Design ps2_ascii_dec, sky130hd; sources not shown.
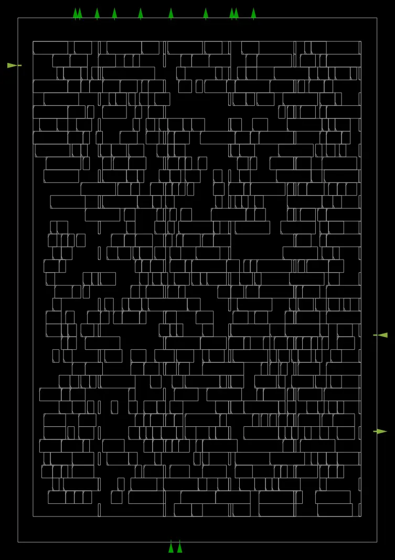
**Above:** cell placement.
Seq cells: 68
Final Util: 0.626

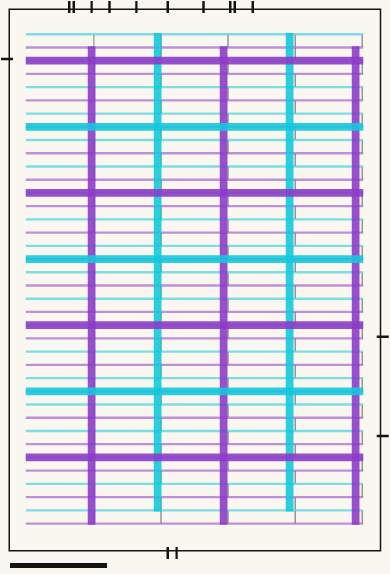
**Above:** supply network.
The bar under the picture is 20 µm long. Pins as bars on the die edge. Tap cells in gray.
purple -> VSS
cyan -> VDD
met1 rails = 38
met4 straps = 5
tap cells = 97
rows = 37
signal pins = 15
Core Box Area: 6990 µm²
Die Ht: 111 µm

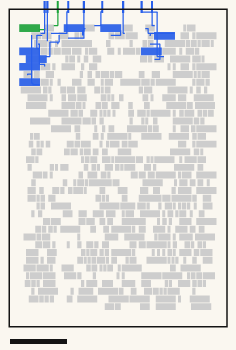
**Above:** wires at chosen ports, followed through buffers.
The bar under the picture is 20 µm long.
blue -> `ps2_ascii`  # bits 8, direction output, edge top, end cells 8, buffers 8, wire 180 µm
green -> `ps2_write`  # bits 1, direction output, edge top, end cells 1, buffers 1, wire 9.20 µm
port buffer count: 14
IO Count: 15

==> out/summary.txt <==
Initial antenna violation count -> 0
First-pass GRT wire length -> 16500 µm
Status -> completed
Seq. pwr -> 0.000611 W
Max VDD drop -> 0.192 mV
Most frequent cells in the layout -> 74 x nor2_1, 68 x dfxtp_1, 40 x nand2_1, 28 x a21oi_1, 22 x ha_1
Fin. Hold Viols -> 0
Number of enable flip-flop cells -> 0
Clock-net power -> 0.000485 W
Async SR Flop Fraction -> 0
Flops out of synthesis -> 68
Setup Fix Bufs, Post-CTS -> 0
Main logic family -> simple AND/OR/NAND/NOR gates
Commonest cells in the netlist -> 74 x nor2_1, 68 x dfxtp_1, 40 x nand2_1
P_sw -> 0.000243 W
CTS tree -> yes
Commonest Layout Cell -> nor2_1
CP Max Fanout -> 42
DR WL/cell -> 16.1 µm
FP Util -> 0.579
Yosys synthesis chip area -> 4050 µm²
Post-DP HPWL -> 7120 µm
Combinational power -> 0.0000179 W
Flop area -> 1360 µm²
Pin count of the biggest net entering global routing -> 43
Setup Skew -> 8.90 ps
Clock share of power -> 0.436
CP endpoint kind -> flop
Layout cell share with drive strength beyond 1 -> 0.0635
Crit path largest cell delay -> 520 ps
Final clock-cell share -> 0.0420
Setup slack, reg-to-reg -> 700 ps
Post-placement cell area -> 4190 µm²
Vias in the first global route -> 3467
Via/cell ratio -> 5.87
P per Cell Area -> 255 nW/µm²
Most frequent CP cell -> o21ai_0
Cts bufs inserted -> 9
Worst slack, placed -> 798 ps
# setup viols final -> 0
Max reg flops -> 16
Met3 wire len -> 313 µm
Skew-Pair Late Insertion Delay -> 340 ps
Hold buffers post-CTS -> 0
Xor and xnor area share after synthesis -> 0.0590
Comb area share -> 0.567
Layout overhead on the synthesized area -> 8.07%
MUX share of area -> 0.0451
Met2 Use GR -> 0.413
Clock root buffer master -> clkbuf_8
Clock Pin Slew Worst Setup and Hold Paths -> 70 ps
Yosys simple share -> 0.262
Synth area leader -> dfxtp_1
R2R depth -> 12
CTS max path bufs -> 2
Clock buffer count in the final layout -> 11
Cell family with the largest share of critical-path delay -> multiplexers
Synthesis Warnings -> 0
Met3 usage -> 0.0423
Post-Synth AOI/OAI Area -> 0.178
Relative slew slack -> 0.493
Max-cap viol count -> 0
Rows -> 37
Seq/Total Area, Yosys -> 0.336
Gpl congestion -> 0.959
Internal Power -> 0.000871 W
Width of the die -> 76.0 µm
Non-clock buffer count -> 15
# clock sinks -> 68
WHS Path Cells -> 1
H-tree Lvls -> 3
Inverter count -> 23
Number of buffers and inverters on the critical path -> 0
Power and IR drop assume default switching activity.
